run_1/layer_met2.png
Drawn at 3 px/µm.
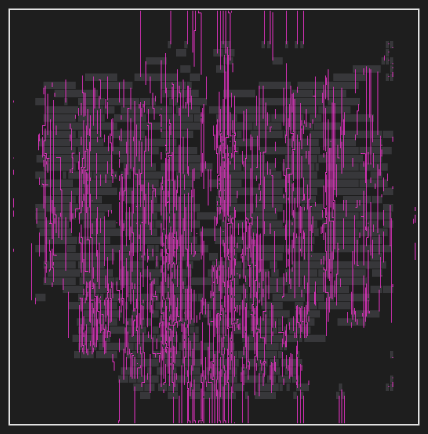
run_1/io_placement.png
Drawn at 2 px/µm. Pins as bars across the die edge, other pins in grey.
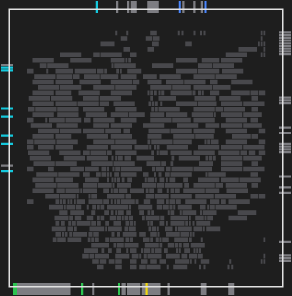
run_1/clk_routes.png
Drawn at 4 px/µm.
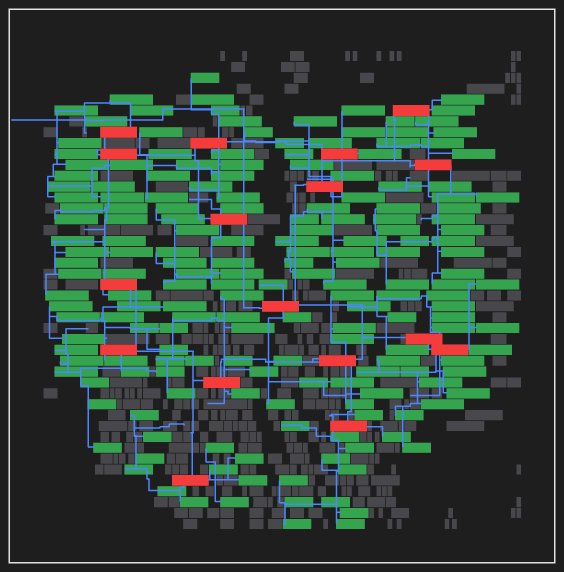
$ cat src/rtl/uart_slv_pkg.sv
// Shared constants and types for the AXI4-Lite UART-Lite responder.
package uart_slv_pkg;

    localparam int unsigned DATA_W = 32;
    localparam int unsigned BYTE_W = 8;

    // Register selects, taken from address bits [3:2]
    localparam logic [1:0] REG_RX   = 2'd0;
    localparam logic [1:0] REG_TX   = 2'd1;
    localparam logic [1:0] REG_STAT = 2'd2;
    localparam logic [1:0] REG_CTRL = 2'd3;

    // STAT register bit positions
    localparam int unsigned STAT_RX_VALID = 0;
    localparam int unsigned STAT_RX_FULL  = 1;
    localparam int unsigned STAT_TX_EMPTY = 2;
    localparam int unsigned STAT_TX_FULL  = 3;
    localparam int unsigned STAT_OVERRUN  = 5;

    // CTRL register bit positions
    localparam int unsigned CTRL_TX_CLR = 0;
    localparam int unsigned CTRL_RX_CLR = 1;

    localparam logic [1:0] RESP_OKAY   = 2'b00;
    localparam logic [1:0] RESP_SLVERR = 2'b10;

    typedef enum logic {
        R_IDLE = 1'b0,
        R_DATA = 1'b1
    } rd_state_t;

    // Assemble the STAT word from individual flags
    function automatic logic [DATA_W-1:0] pack_stat(
        input logic rx_not_empty,
        input logic rx_full,
        input logic tx_empty,
        input logic tx_full,
        input logic overrun
    );
        logic [DATA_W-1:0] s;
        s                = '0;
        s[STAT_RX_VALID] = rx_not_empty;
        s[STAT_RX_FULL]  = rx_full;
        s[STAT_TX_EMPTY] = tx_empty;
        s[STAT_TX_FULL]  = tx_full;
        s[STAT_OVERRUN]  = overrun;
        return s;
    endfunction

endpackage

$ cat src/rtl/sync_byte_fifo.sv
// Single-clock byte FIFO; pop is evaluated before push so a full FIFO
// accepts a push in the same cycle it is popped. Clear overrides both.
module sync_byte_fifo
    import uart_slv_pkg::*;
#(
    parameter int unsigned DEPTH = 8
) (
    input  logic                     clk,
    input  logic                     rst,
    input  logic                     clear,
    input  logic                     push,
    input  logic [BYTE_W-1:0]        push_data,
    input  logic                     pop,
    output logic [BYTE_W-1:0]        head_c,
    output logic [$clog2(DEPTH):0]   count,
    output logic                     full,
    output logic                     empty
);

    localparam int unsigned PTR_W = $clog2(DEPTH);
    localparam int unsigned CNT_W = PTR_W + 1;

    logic [PTR_W-1:0]  wr_ptr_q, wr_ptr_d;
    logic [PTR_W-1:0]  rd_ptr_q, rd_ptr_d;
    logic [CNT_W-1:0]  count_q, count_d;
    logic              full_q, full_d;
    logic              empty_q, empty_d;
    logic [BYTE_W-1:0] mem_q [DEPTH];

    logic pop_eff_c;
    logic push_eff_c;

    assign pop_eff_c  = pop && !empty_q;
    assign push_eff_c = push && (!full_q || pop_eff_c);

    // Next pointer/count/flag state
    always_comb begin
        wr_ptr_d = wr_ptr_q;
        rd_ptr_d = rd_ptr_q;
        count_d  = count_q;
        if (clear) begin
            wr_ptr_d = '0;
            rd_ptr_d = '0;
            count_d  = '0;
        end else begin
            if (push_eff_c) begin
                wr_ptr_d = wr_ptr_q + PTR_W'(1);
            end
            if (pop_eff_c) begin
                rd_ptr_d = rd_ptr_q + PTR_W'(1);
            end
            count_d = count_q + CNT_W'(push_eff_c) - CNT_W'(pop_eff_c);
        end
        full_d  = (count_d == CNT_W'(DEPTH));
        empty_d = (count_d == '0);
    end

    // Pointer/count/flag registers
    always_ff @(posedge clk) begin
        if (rst) begin
            wr_ptr_q <= '0;
            rd_ptr_q <= '0;
            count_q  <= '0;
            full_q   <= 1'b0;
            empty_q  <= 1'b1;
        end else begin
            wr_ptr_q <= wr_ptr_d;
            rd_ptr_q <= rd_ptr_d;
            count_q  <= count_d;
            full_q   <= full_d;
            empty_q  <= empty_d;
        end
    end

    // Storage array; contents need no reset since they are guarded by count
    always_ff @(posedge clk) begin
        if (push_eff_c && !clear) begin
            mem_q[wr_ptr_q] <= push_data;
        end
    end

    assign head_c = mem_q[rd_ptr_q];
    assign count  = count_q;
    assign full   = full_q;
    assign empty  = empty_q;

endmodule

$ cat src/rtl/axi_uart_lite_slave.sv
// AXI4-Lite UART-Lite register block: RX/TX byte FIFOs behind RX, TX,
// STAT and CTRL registers. Define UART_SLV_LOOPBACK_EN to route the TX
// FIFO head straight into the RX FIFO and silence the byte-stream ports.
module axi_uart_lite_slave
    import uart_slv_pkg::*;
#(
    parameter int unsigned FIFO_DEPTH = 8,
    parameter int unsigned ADDR_W     = 4
) (
    input  logic              clk,
    input  logic              rst,
    input  logic [ADDR_W-1:0] s_axi_araddr,
    input  logic              s_axi_arvalid,
    output logic              s_axi_arready,
    output logic [31:0]       s_axi_rdata,
    output logic [1:0]        s_axi_rresp,
    output logic              s_axi_rvalid,
    input  logic              s_axi_rready,
    input  logic [ADDR_W-1:0] s_axi_awaddr,
    input  logic              s_axi_awvalid,
    output logic              s_axi_awready,
    input  logic [31:0]       s_axi_wdata,
    input  logic [3:0]        s_axi_wstrb,
    input  logic              s_axi_wvalid,
    output logic              s_axi_wready,
    output logic [1:0]        s_axi_bresp,
    output logic              s_axi_bvalid,
    input  logic              s_axi_bready,
    input  logic [7:0]        rx_in_data,
    input  logic              rx_in_valid,
    output logic [7:0]        tx_out_data,
    output logic              tx_out_valid,
    input  logic              tx_out_ready
);

    localparam int unsigned CNT_W = $clog2(FIFO_DEPTH) + 1;

    // FIFO interface
    logic [BYTE_W-1:0] rx_head_c, tx_head_c;
    logic [CNT_W-1:0]  rx_count, tx_count;
    logic              rx_full, rx_empty, tx_full, tx_empty;
    logic              rx_push_c, rx_pop_c, rx_clear_c;
    logic              tx_push_c, tx_pop_c, tx_clear_c;
    logic [BYTE_W-1:0] rx_push_data_c;

    // Read channel state
    rd_state_t         rd_state_q, rd_state_d;
    logic              arready_q, arready_d;
    logic              rvalid_q, rvalid_d;
    logic [DATA_W-1:0] rdata_q, rdata_d;
    logic              overrun_q, overrun_d;
    logic              ar_hs_c;
    logic [1:0]        rd_sel_c;
    logic [DATA_W-1:0] rd_word_c;

    // Write channel state
    logic              awready_q, awready_d;
    logic              wready_q, wready_d;
    logic              bvalid_q, bvalid_d;
    logic [1:0]        bresp_q, bresp_d;
    logic [1:0]        wr_sel_q, wr_sel_d;
    logic [BYTE_W-1:0] wbyte_q, wbyte_d;
    logic              wstrb0_q, wstrb0_d;
    logic              aw_hs_c, w_hs_c, commit_c, tx_accept_c;

    logic              unused_c;

    sync_byte_fifo #(.DEPTH(FIFO_DEPTH)) u_rx_fifo (
        .clk       (clk),
        .rst       (rst),
        .clear     (rx_clear_c),
        .push      (rx_push_c),
        .push_data (rx_push_data_c),
        .pop       (rx_pop_c),
        .head_c    (rx_head_c),
        .count     (rx_count),
        .full      (rx_full),
        .empty     (rx_empty)
    );

    sync_byte_fifo #(.DEPTH(FIFO_DEPTH)) u_tx_fifo (
        .clk       (clk),
        .rst       (rst),
        .clear     (tx_clear_c),
        .push      (tx_push_c),
        .push_data (wbyte_q),
        .pop       (tx_pop_c),
        .head_c    (tx_head_c),
        .count     (tx_count),
        .full      (tx_full),
        .empty     (tx_empty)
    );

`ifdef UART_SLV_LOOPBACK_EN
    // Internal loopback: move one byte per cycle from TX head into RX
    assign rx_push_c      = !tx_empty && !rx_full;
    assign rx_push_data_c = tx_head_c;
    assign tx_pop_c       = !tx_empty && !rx_full;
    assign tx_out_valid   = 1'b0;
    assign tx_out_data    = tx_head_c;
`else
    // Byte-stream ports connect directly to the FIFOs
    assign rx_push_c      = rx_in_valid;
    assign rx_push_data_c = rx_in_data;
    assign tx_pop_c       = tx_out_ready && !tx_empty;
    assign tx_out_valid   = !tx_empty;
    assign tx_out_data    = tx_head_c;
`endif

    // Read address decode and data selection
    always_comb begin
        rd_sel_c  = s_axi_araddr[3:2];
        ar_hs_c   = s_axi_arvalid && arready_q;
        rd_word_c = '0;
        case (rd_sel_c)
            REG_RX: begin
                if (!rx_empty) begin
                    rd_word_c = {24'd0, rx_head_c};
                end
            end
            REG_STAT: rd_word_c = pack_stat(!rx_empty, rx_full, tx_empty, tx_full, overrun_q);
            default:  rd_word_c = '0;
        endcase
        rx_pop_c = ar_hs_c && (rd_sel_c == REG_RX) && !rx_empty;
    end

    // Read FSM next state and outputs
    always_comb begin
        rd_state_d = rd_state_q;
        arready_d  = arready_q;
        rvalid_d   = rvalid_q;
        rdata_d    = rdata_q;
        case (rd_state_q)
            R_IDLE: begin
                if (ar_hs_c) begin
                    rd_state_d = R_DATA;
                    arready_d  = 1'b0;
                    rvalid_d   = 1'b1;
                    rdata_d    = rd_word_c;
                end
            end
            R_DATA: begin
                if (s_axi_rready) begin
                    rd_state_d = R_IDLE;
                    arready_d  = 1'b1;
                    rvalid_d   = 1'b0;
                end
            end
            default: begin
                rd_state_d = R_IDLE;
                arready_d  = 1'b1;
                rvalid_d   = 1'b0;
            end
        endcase
    end

    // Sticky overrun: cleared by a STAT read, a fresh drop in the same cycle wins
    always_comb begin
        overrun_d = overrun_q;
        if (ar_hs_c && (rd_sel_c == REG_STAT)) begin
            overrun_d = 1'b0;
        end
        if (rx_push_c && rx_full && !rx_pop_c && !rx_clear_c) begin
            overrun_d = 1'b1;
        end
    end

    // Write channel: independent AW/W capture, commit once both are held
    always_comb begin
        awready_d   = awready_q;
        wready_d    = wready_q;
        bvalid_d    = bvalid_q;
        bresp_d     = bresp_q;
        wr_sel_d    = wr_sel_q;
        wbyte_d     = wbyte_q;
        wstrb0_d    = wstrb0_q;
        aw_hs_c     = s_axi_awvalid && awready_q;
        w_hs_c      = s_axi_wvalid && wready_q;
        commit_c    = !awready_q && !wready_q && !bvalid_q;
        tx_accept_c = !tx_full || tx_pop_c;
        tx_push_c   = 1'b0;
        tx_clear_c  = 1'b0;
        rx_clear_c  = 1'b0;
        if (aw_hs_c) begin
            awready_d = 1'b0;
            wr_sel_d  = s_axi_awaddr[3:2];
        end
        if (w_hs_c) begin
            wready_d = 1'b0;
            wbyte_d  = s_axi_wdata[7:0];
            wstrb0_d = s_axi_wstrb[0];
        end
        if (commit_c) begin
            bvalid_d = 1'b1;
            bresp_d  = RESP_OKAY;
            if (wstrb0_q) begin
                case (wr_sel_q)
                    REG_TX: begin
                        if (tx_accept_c) begin
                            tx_push_c = 1'b1;
                        end else begin
                            bresp_d = RESP_SLVERR;
                        end
                    end
                    REG_CTRL: begin
                        tx_clear_c = wbyte_q[CTRL_TX_CLR];
                        rx_clear_c = wbyte_q[CTRL_RX_CLR];
                    end
                    default: ;
                endcase
            end
        end
        if (bvalid_q && s_axi_bready) begin
            bvalid_d  = 1'b0;
            awready_d = 1'b1;
            wready_d  = 1'b1;
        end
    end

    // All AXI-side registers
    always_ff @(posedge clk) begin
        if (rst) begin
            rd_state_q <= R_IDLE;
            arready_q  <= 1'b1;
            rvalid_q   <= 1'b0;
            rdata_q    <= '0;
            overrun_q  <= 1'b0;
            awready_q  <= 1'b1;
            wready_q   <= 1'b1;
            bvalid_q   <= 1'b0;
            bresp_q    <= RESP_OKAY;
            wr_sel_q   <= '0;
            wbyte_q    <= '0;
            wstrb0_q   <= 1'b0;
        end else begin
            rd_state_q <= rd_state_d;
            arready_q  <= arready_d;
            rvalid_q   <= rvalid_d;
            rdata_q    <= rdata_d;
            overrun_q  <= overrun_d;
            awready_q  <= awready_d;
            wready_q   <= wready_d;
            bvalid_q   <= bvalid_d;
            bresp_q    <= bresp_d;
            wr_sel_q   <= wr_sel_d;
            wbyte_q    <= wbyte_d;
            wstrb0_q   <= wstrb0_d;
        end
    end

    assign s_axi_arready = arready_q;
    assign s_axi_rvalid  = rvalid_q;
    assign s_axi_rdata   = rdata_q;
    assign s_axi_rresp   = RESP_OKAY;
    assign s_axi_awready = awready_q;
    assign s_axi_wready  = wready_q;
    assign s_axi_bvalid  = bvalid_q;
    assign s_axi_bresp   = bresp_q;

    // Inputs and status deliberately left unconsumed
    assign unused_c = ^{s_axi_araddr, s_axi_awaddr, s_axi_wdata[31:8], s_axi_wstrb[3:1],
                        rx_count, tx_count, rx_in_data, rx_in_valid, tx_out_ready};

endmodule

$ cat config.mk
export PLATFORM = sky130hd
export DESIGN_NAME = axi_uart_lite_slave
export DESIGN_NICKNAME = d
export VERILOG_FILES = /design/src/rtl/uart_slv_pkg.sv /design/src/rtl/sync_byte_fifo.sv /design/src/rtl/axi_uart_lite_slave.sv
export SDC_FILE = /design/constraint.sdc
export NUM_CORES = 1
export LEC_CHECK = 0
export CAP_MARGIN = 10
export CORE_AREA = 8 8 128 130
export CTS_CLUSTER_DIAMETER = 60
export DETAILED_ROUTE_END_ITERATION = 10
export DIE_AREA = 0 0 136 138
export PLACE_DENSITY = 0.78
export SLEW_MARGIN = 20
export SYNTH_ARGS = -nofsm -noshare
export SYNTH_HDL_FRONTEND = slang
export SYNTH_SLANG_ARGS = --single-unit
$ cat constraint.sdc
create_clock -name clk -period 3.8 [get_ports clk]
set_input_delay 0.95 -clock clk [delete_from_list [all_inputs] [get_ports clk]]
set_output_delay 0.95 -clock clk [all_outputs]
set_load 0.01 [all_outputs]
==> Changelog: implementation, run 1 <==
## Implementation

* Final Non-Filler Cells at 760
* Tool warnings at 57
* RSZ-0062 raised after global routing: false
* Grt ovf at 0
* Ys async rst share at 0
* Post-synth seq share at 0.6597
* Vias in the first global route at 4,339
* Synth area leader: edfxtp_1
* Signal inverters at 21
* Final Cell Area at 8821 µm²
* Min-delay worst type: reg -> reg
* Met2 routed WL at 8149 µm
* Count leader, synth: edfxtp_1
* Mapped Avg Cell Area at 15.39 µm²
* Fin nets at 638
* ClkCell Share at 0.06539
* CP endpoint kind: output port
* Vias per cell at 5.514
* Row Count at 44
* CTS Root Cell: clkbuf_16
* Routed len/inst at 19.33 µm
* Yosys warns at 0
* Placed Area at 8244 µm²
* CP max stage cell: mux4_1
* N_taps at 184
* N_diodes at 0
* Slowest stage delay, CP at 600 ps
* Yosys stat area at 7556 µm²
* GRT Util Overall at 0.1609
* Wirelength, routed at 14,690 µm
* Non-clock buffer share at 0.07603
* Largest cells by area: edfxtp_1 (51%), dfxtp_1 (15%), mux4_1 (5.6%), mux4_2 (4.8%), buf_4 (2.7%)
* Final min period at 3344 ps
* Min-Delay Path Depth at 2
* Top Metal Used: met4
* Crit path depth at 4
* Clock buffer depth at 2
* Antenna-violating nets left at 0
* Area delta synth->final at 16.74%
* Dpl cells at 728
* # DRC at 0
* Hold violation total from the final report at 0
* Setup crit end: tx_out_data[5]
* CTS tree: yes
* Crit Path Max Fanout at 16
* Status: finished, final reports clean
* CP top delay family: multiplexers
* R2r endpoint: u_rx_fifo.full
Back to the opening pictures, layer_met2.png:
- share of all routed wire: 55%
- wire length on this layer: 8,150 µm
- main direction: vertical

Back to the opening pictures, io_placement.png:
- rx_in_data: cyan (pins 8; direction input; edge 7 west, 1 north)
- s_axi_araddr: green (pins 4; direction input; edge south)
- s_axi_rresp: blue (pins 2; direction output; edge north)
- s_axi_bready: yellow (pins 1; direction input; edge south)
- all pins by edge: 60 south, 25 east, 17 north, 9 west
die width: 136 µm
PortBufs: 52
Die Span Y: 138 µm

Back to the opening pictures, clk_routes.png:
- flip-flops: green (count 185)
- clock drivers: red (count 17)
- clock wires: blue (length 1,890 µm)
- routed clock nets: 18

-- run 1: kinds of logic after synthesis --
group / count (synthesis) / share of synthesized area
DFF: 185 / 0.6597
buffers and inverters: 66 / 0.05166
AOI/OAI and AO/OA: 51 / 0.04140
muxes: 50 / 0.1285
and+or+nand+nor: 114 / 0.08147
xor gates and xnor gates: 10 / 0.01159
other: 1 / 0.0004963
adders and majority gates: 14 / 0.02517
-- run 1: routing by layer --
layer	track usage	vias to the layer above
li1	-	1948
met1	0.1774	2119
met2	0.2839	110
met3	0.03949	14
met4	0.07345	0
met5	0	-
-- run 1: power by group --
| part | internal (W) | switching [W] | leakage [nW] |
|---|---|---|---|
| sequential | 0.00229 | 0.0000872 | 1.65 |
| clock | 0.00102 | 0.000691 | 0.282 |
| combinational | 0.000375 | 0.000375 | 1.17 |
run_1/clocks.png
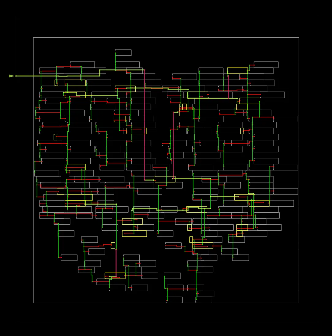

## Run 2: what changed since run 1
Settings changed: CORE_AREA 8 8 128 130 to 8 8 124 126, DIE_AREA 0 0 136 138 to 0 0 132 134, PLACE_DENSITY 0.78 to 0.83, SLEW_MARGIN 20 to not set.
Clock period 3.8 ns to 3.9 ns, I/O delays scaled along.
run_2/clocks.png
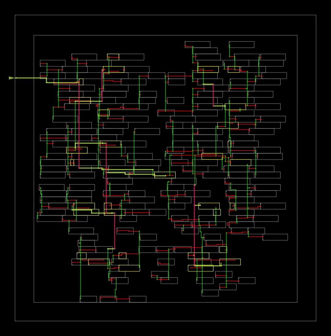
Sink Count: 185
clock buffers: 22

run_2/io_placement.png
Drawn at 2 px/µm. Pins as bars across the die edge, other pins in grey.
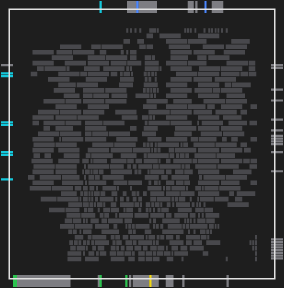
- s_axi_araddr: green (pins 4; direction input; edge south)
- rx_in_data: cyan (pins 8; direction input; edge 7 west, 1 north)
- s_axi_bready: yellow (pins 1; direction input; edge south)
- s_axi_rresp: blue (pins 2; direction output; edge north)

==> run 2 against run 1 <==
Net effect:
- via count rose by 0.48%
- clock-buffer cell count fell by 2
- flip-flop count did not move
- register-to-register slack barely moved
- non-clock buffer count fell by 2
- hold slack improved by 0.53 ps
- critical endpoint is now tx_out_data[3]
- largest cell class unchanged
- highest routed layer unchanged
==> Changelog: implementation, run 2 <==
## Implementation

* Status: finished, final reports clean (unchanged)
* Yosys warns at 0 (unchanged)
* Yosys aoi share at 0.04140 (unchanged)
* Yosys stat area at 7556 µm² (unchanged)
* CTS tree: yes (unchanged)
* Clock power frac at 0.356 (was 0.353)
* N_taps at 180 (was 184)
* Synth area leader: edfxtp_1 (unchanged)
* # DRC at 0 (unchanged)
* ClkCell Share at 0.06700 (was 0.06539)
* Wirelength, routed at 14,790 µm (was 14,690 µm)
* Grt ovf at 0 (unchanged)
* Vias in the first global route at 4,464 (was 4,339)
* Sw frac at 0.2439 (was 0.2388)
* Mapped Avg Cell Area at 15.39 µm² (unchanged)
* Min-delay worst type: reg -> reg (unchanged)
* Comb pwr share at 0.156 (was 0.155)
* Final Non-Filler Cells at 753 (was 760)
* Placed Area at 8224 µm² (was 8244 µm²)
* Sequential share of power at 0.488 (was 0.491)
* Signal inverters at 21 (unchanged)
* AND/OR/NAND/NOR Cells, Area Fraction at 0.08147 (unchanged)
* XOR Share, Synth at 0.01159 (unchanged)
* Comb group at 0.000741 W (was 0.000751 W)
* Clock buffer depth at 2 (unchanged)
* CP max stage cell: dfxtp_1 (was mux4_1)
* Routed len/inst at 19.64 µm (was 19.33 µm)
* Final Cell Area at 8815 µm² (was 8821 µm²)
* Fin nets at 636 (was 638)
* N_diodes at 0 (unchanged)
* Internal power at 0.003588 W (was 0.003677 W)
* Antenna-violating nets left at 0 (unchanged)
* Largest cells by area: edfxtp_1 (51%), dfxtp_1 (15%), mux4_1 (5.6%), mux4_2 (4.8%), buf_4 (2.7%) (unchanged)
* Mux frac, synth at 0.1285 (unchanged)
* CP top delay family: flip-flops (was multiplexers)
* RSZ-0062 raised after global routing: false (unchanged)
* Tool warnings at 57 (unchanged)
* Die Span Y at 134 µm (was 138 µm)
* Highest-power group: sequential cells (unchanged)
* Final min period at 3391 ps
* Hold violation total from the final report at 0 (unchanged)
* Post-synth seq share at 0.6597 (unchanged)
* Crit Path Max Fanout at 16 (unchanged)
==> run 2: cell counts after synthesis <==
No cell type changed its count.
==> run 2: path summary, 6_finish.rpt <==
| path | from | end | slack, ps | cells past startpoint |
|---|---|---|---|---|
| worst min-delay path | s_axi_rdata[7] | s_axi_rdata[7] | 460 | 2 |
| worst max-delay path | flop | tx_out_data[3] | 510 | 3 |
| worst min register to register | s_axi_rdata[7] | s_axi_rdata[7] | 460 | 2 |
| worst max register to register | s_axi_wready | u_tx_fifo.full | 1360 | 9 |
==> run 2: routing by layer <==
layer,wire length [µm],part of all wire,vias to the layer above,track usage
met5,0,0,-,0
met4,259,0.018,0,0.07530
met3,728,0.049,30,0.04600
met2,8314,0.56,129,0.3238
met1,5486,0.37,2109,0.1736
li1,-,-,1943,-
Power figures rest on the tool's default switching activity, not on a simulated workload.
